### Wiring by layer

Two of the layers only.
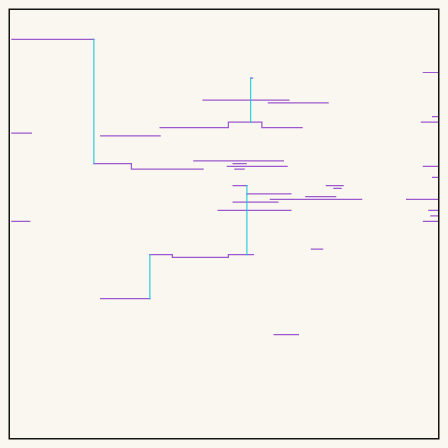
### Cell classes on the final placement

Bar = 20 microns.
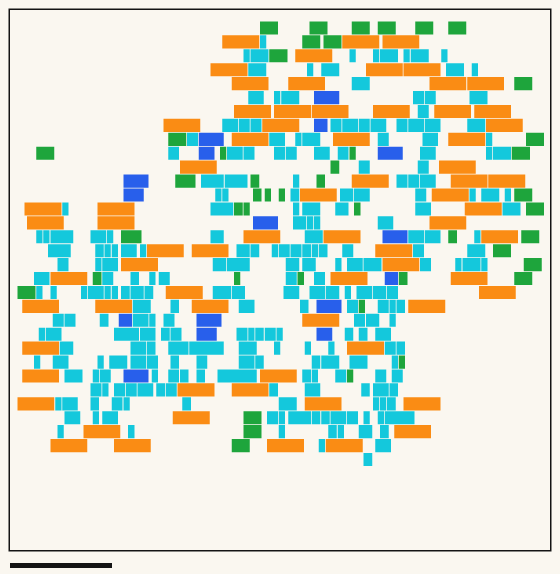
### src/rtl/pad_pkg.sv
// Shared definitions for the game-pad poll sequencer: FSM encoding and default timing constants.
package pad_pkg;

    typedef enum logic [2:0] {
        StIdle  = 3'd0,
        StLatch = 3'd1,
        StLow   = 3'd2,
        StHigh  = 3'd3,
        StDone  = 3'd4
    } pad_state_e;

    localparam int unsigned NumBitsDefault = 16;
    localparam int unsigned ClkDivDefault  = 60;
    localparam int unsigned PollDivDefault = 166667;

endpackage

### src/rtl/sync_2ff.sv
// Two-flop synchronizer for an asynchronous input; resets to 1 so an idle pad reads as released.
module sync_2ff (
    input  logic clk,
    input  logic rst,
    input  logic d,
    output logic q
);

    logic meta_q;

    always_ff @(posedge clk) begin
        if (rst) begin
            meta_q <= 1'b1;
            q      <= 1'b1;
        end else begin
            meta_q <= d;
            q      <= meta_q;
        end
    end

endmodule

### src/rtl/pad_poll_sequencer.sv
// Serial game-pad poller: latch pulse, NUM_BITS shift-clock pulses, parallel active-high button word.
module pad_poll_sequencer
    import pad_pkg::*;
#(
    parameter int unsigned NUM_BITS = NumBitsDefault,
    parameter int unsigned CLK_DIV  = ClkDivDefault,
    parameter int unsigned POLL_DIV = PollDivDefault
) (
    input  logic                SYSCLK,
    input  logic                SYSRESET,
    input  logic                start,
    input  logic                auto_en,
    input  logic                contRead,
    output logic                contCLK,
    output logic                contWrite,
    output logic [NUM_BITS-1:0] buttons,
    output logic                valid,
    output logic                busy
);

    localparam int unsigned PhW  = $clog2(2 * CLK_DIV);
    localparam int unsigned IdxW = (NUM_BITS > 1) ? $clog2(NUM_BITS) : 1;
    localparam int unsigned TmW  = (POLL_DIV > 1) ? $clog2(POLL_DIV) : 1;

    localparam logic [PhW-1:0]  PhHalfLast = PhW'(CLK_DIV - 1);
    localparam logic [PhW-1:0]  PhFullLast = PhW'(2 * CLK_DIV - 1);
    localparam logic [IdxW-1:0] IdxLast    = IdxW'(NUM_BITS - 1);
    localparam logic [TmW-1:0]  TmLast     = TmW'(POLL_DIV - 1);

    pad_state_e          state_q;
    logic [PhW-1:0]      phase_q;
    logic [IdxW-1:0]     idx_q;
    logic [NUM_BITS-1:0] shift_q;
    logic [TmW-1:0]      timer_q;
    logic                rd_sync;
    logic                rd_s;
    logic                auto_tick;

    sync_2ff u_sync (
        .clk (SYSCLK),
        .rst (SYSRESET),
        .d   (contRead),
        .q   (rd_sync)
    );

    // Pad data is active-low; invert once so everything downstream is active-high.
    assign rd_s = ~rd_sync;

    always_ff @(posedge SYSCLK) begin
        if (SYSRESET || timer_q == TmLast) begin
            timer_q <= '0;
        end else begin
            timer_q <= timer_q + 1'b1;
        end
    end

    assign auto_tick = auto_en & (timer_q == TmLast);

    always_ff @(posedge SYSCLK) begin
        if (SYSRESET) begin
            state_q   <= StIdle;
            phase_q   <= '0;
            idx_q     <= '0;
            shift_q   <= '0;
            buttons   <= '0;
            valid     <= 1'b0;
            busy      <= 1'b0;
            contCLK   <= 1'b1;
            contWrite <= 1'b0;
        end else begin
            valid <= 1'b0;
            unique case (state_q)
                StIdle: begin
                    if (start || auto_tick) begin
                        state_q   <= StLatch;
                        phase_q   <= '0;
                        contWrite <= 1'b1;
                        busy      <= 1'b1;
                    end
                end
                StLatch: begin
                    if (phase_q == PhFullLast) begin
                        state_q   <= StLow;
                        phase_q   <= '0;
                        idx_q     <= '0;
                        contWrite <= 1'b0;
                        contCLK   <= 1'b0;
                    end else begin
                        phase_q <= phase_q + 1'b1;
                    end
                end
                StLow: begin
                    // Sample as late as possible so sync latency and pad settling fit in the phase.
                    if (phase_q == PhHalfLast) begin
                        shift_q[idx_q] <= rd_s;
                        state_q        <= StHigh;
                        phase_q        <= '0;
                        contCLK        <= 1'b1;
                    end else begin
                        phase_q <= phase_q + 1'b1;
                    end
                end
                StHigh: begin
                    if (phase_q == PhHalfLast) begin
                        phase_q <= '0;
                        idx_q   <= idx_q + 1'b1;
                        if (idx_q == IdxLast) begin
                            state_q <= StDone;
                            buttons <= shift_q;
                            valid   <= 1'b1;
                        end else begin
                            state_q <= StLow;
                            contCLK <= 1'b0;
                        end
                    end else begin
                        phase_q <= phase_q + 1'b1;
                    end
                end
                StDone: begin
                    state_q <= StIdle;
                    busy    <= 1'b0;
                end
                default: begin
                    state_q <= StIdle;
                end
            endcase
        end
    end

endmodule
### config.mk
export PLATFORM = sky130hd
export DESIGN_NAME = pad_poll_sequencer
export DESIGN_NICKNAME = d
export VERILOG_FILES = /design/src/rtl/pad_pkg.sv /design/src/rtl/sync_2ff.sv /design/src/rtl/pad_poll_sequencer.sv
export SDC_FILE = /design/constraint.sdc
export NUM_CORES = 1
export LEC_CHECK = 0
export CORE_UTILIZATION = 30
export CTS_CLUSTER_SIZE = 12
export DETAILED_ROUTE_END_ITERATION = 12
export GPL_TIMING_DRIVEN = 0
export MAX_ROUTING_LAYER = met4
export SLEW_MARGIN = 40
export SYNTH_ARGS = -nofsm -noshare
export SYNTH_HDL_FRONTEND = slang
export SYNTH_HIERARCHICAL = 1
export SYNTH_SLANG_ARGS = --single-unit
### constraint.sdc
create_clock -name SYSCLK -period 3.1 [get_ports SYSCLK]
set_clock_uncertainty 0.15 [all_clocks]
set_input_delay 0.93 -clock SYSCLK [delete_from_list [all_inputs] [get_ports SYSCLK]]
set_output_delay 0.93 -clock SYSCLK [all_outputs]
set_load 0.05 [all_outputs]
==> run_results.csv <==
group,metric,value,unit
route,route.detailed.drc,0,
place,gp_congestion,0.773,
finish,final_net_count,396,
synthesis,synth_area,3210,sq um
final_timing,finalSetupViolCount,0,
power,seq_power_share,53.8,%
floorplanning,die_h,106,microns
final_timing,fin_hold_ws,0.265,ns
synthesis,fp_nets,361,
worst_setup_path,r2r_start,"idx_q[0]",
final_timing,worst_slew_pin_slew,0.775,ns
hold_path,hp-class,"reg -> reg",
final_timing,max_slew_margin,47.9,%
power,powerDensity,446,nW/um^2
synthesis,avgSynthCellArea,9.21,sq um
clock_tree,cts-root-buf,"clkbuf_8",
final_timing,rsz0062_at_grt,"no",
route,viasPerCell,5.15,
finish,num-fill-cells,1076,
flow_run,cap_violations,0,
synthesis,yosysSeqAreaShare,43.6,%
synthesis,synthCells,349,
floorplanning,row_count,37,
synthesis,synth.top_cells.by_area,"dfxtp_1, mux2i_1, nor2_1",
synthesis,synth_chip_area,3210,sq um
clock_tree,post_cts_resized,0,
finish,drive_gt1_share,9.25,%
final_timing,layout_min_cycle_time,2.89,ns
final_timing,fin_crit_sh,93.4,%
run_status,status,"complete, no violations",
clock_tree,insertion_delay,0.36,ns
worst_setup_path,cp_max_fo,10,
finish,regArea,1400,sq um
place,placedCellCount,509,
worst_setup_path,startpoint,"SYSRESET",
finish,area_growth,18.8,%
-- 'Wiring by layer' (at the start) --
| colour | layer | wire length |
|---|---|---|
| purple | M3 | 343 microns |
| cyan | M4 | 69.4 microns |
Post-Route WL: 7.20 mm
total number of vias: 2706
drt wl/cell: 13.7 microns
GR Util All Layers: 14.0%

-- 'Cell classes on the final placement' (at the start) --
| colour | class | cells |
|---|---|---|
| orange | registers | 70 |
| blue | clock drivers and dummy loads | 16 |
| green | remaining buffers and delay cells | 45 |
| cyan | remaining logic cells | 258 |
Final Core Density: 36.8%
fin area: 3820 sq um

[per-layer routing]
metal  vias to the layer above  track usage, %  share of wire [%]
met4                         0            4.56               0.96
met1                      1280            17.1                 46
met2                        53            22.4                 48
met5                         -               -                  0
li1                       1364               -                  -
met3                         9            4.08                4.8
[synthesized netlist by cell type (8+ instances only)]
cell type / n
nand3_1: 8
clkbuf_1: 9
dfxtp_1: 70
o21ai_0: 11
nor2_1: 41
a311oi_1: 17
nand2_1: 16
mux2i_1: 20
nand4_1: 8
inv_1: 13
a31oi_1: 18
a21oi_1: 12
[per-stage QoR]
step	setup TNS [ns]	worst slack, ns	power (mW)	utilization, %	cell area [sq um]
final	0	0.205	1.70	36.8	3820
after global routing	0	0.0964	1.77	36.8	3820
after CTS	0	0.230	1.73	36.8	3810
after detailed placement	-2.70	-0.168	1.02	35.0	3620
after global placement	-2.24	-0.151	1.02	35.0	3620
after floorplan	0	0.757	0.989	-	3210
[critical path, cell delays in order]
cell and delay (ns):
clkdlybuf4s50_1 0.48, clkdlybuf4s50_2 0.60, clkbuf_1 0.34, clkbuf_1 0.48
nor3_1 0.13
[logic make-up after synthesis]
logic type	share of synthesized area, %
buf+inv	4.75
compound gates	16.9
mux	6.23
xor+xnor	3.00
fa+ha+maj	2.72
simple gates	22.8
flops	43.6
[power by group through the flow]
| stage | registers (mW) | logic (mW) | clock network (mW) |
|---|---|---|---|
| after floorplan | 0.944 | 0.0454 | 0 |
| after global placement | 0.937 | 0.0789 | 0 |
| after detailed placement | 0.937 | 0.0797 | 0 |
| after CTS | 0.916 | 0.0800 | 0.732 |
| after global routing | 0.918 | 0.0888 | 0.767 |
| final | 0.916 | 0.0795 | 0.706 |
[sequential cells by signal, indices dropped and copies added (netlist names)]
name           cells
timer_q           18
buttons           16
shift_q           16
phase_q            7
idx_q              4
state_q            3
busy               1
contCLK            1
contWrite          1
u_sync/meta_q      1
u_sync/q           1
valid              1
[cells in the final DEF, fill, tap and decap left out, types with 3 or more instances in the layout]
cell type	instances
nor4_1	5
dfxtp_1	70
nand3_1	8
nor3_1	5
and2_1	7
nor2_1	41
nand2_1	16
nand4b_1	3
xor2_1	5
clkinvlp_4	3
clkbuf_1	9
mux2i_1	20
o221ai_1	4
xnor2_1	6
nand4_1	8
ha_1	7
and4_1	3
and3_1	4
a311oi_1	17
a21oi_1	12
a31oi_1	18
clkdlybuf4s50_1	24
buf_2	7
o21ai_0	11
or2_1	3
nand3b_1	7
or3_1	4
inv_1	13
clkbuf_8	9
[worst paths after layout]
kind / slack (ns) / end
setup / recovery: 0.21 / busy
hold / removal: 0.27 / u_sync/q
setup reg to reg: 0.63 / buttons[3]
hold reg to reg: 0.27 / u_sync/q
[final cells by class]
| cell class | count | area share (%) |
|---|---|---|
| Buffer | 21 | 2.72 |
| Multi-Input combinational cell | 245 | 43.7 |
| Sequential cell | 70 | 36.7 |
| Tap cell | 136 | 4.46 |
| Clock buffer | 9 | 3.24 |
| Clock inverter | 7 | 1.64 |
| Timing Repair Buffer | 24 | 6.29 |
| Inverter | 13 | 1.28 |
Power is estimated from default activity; no workload was simulated.
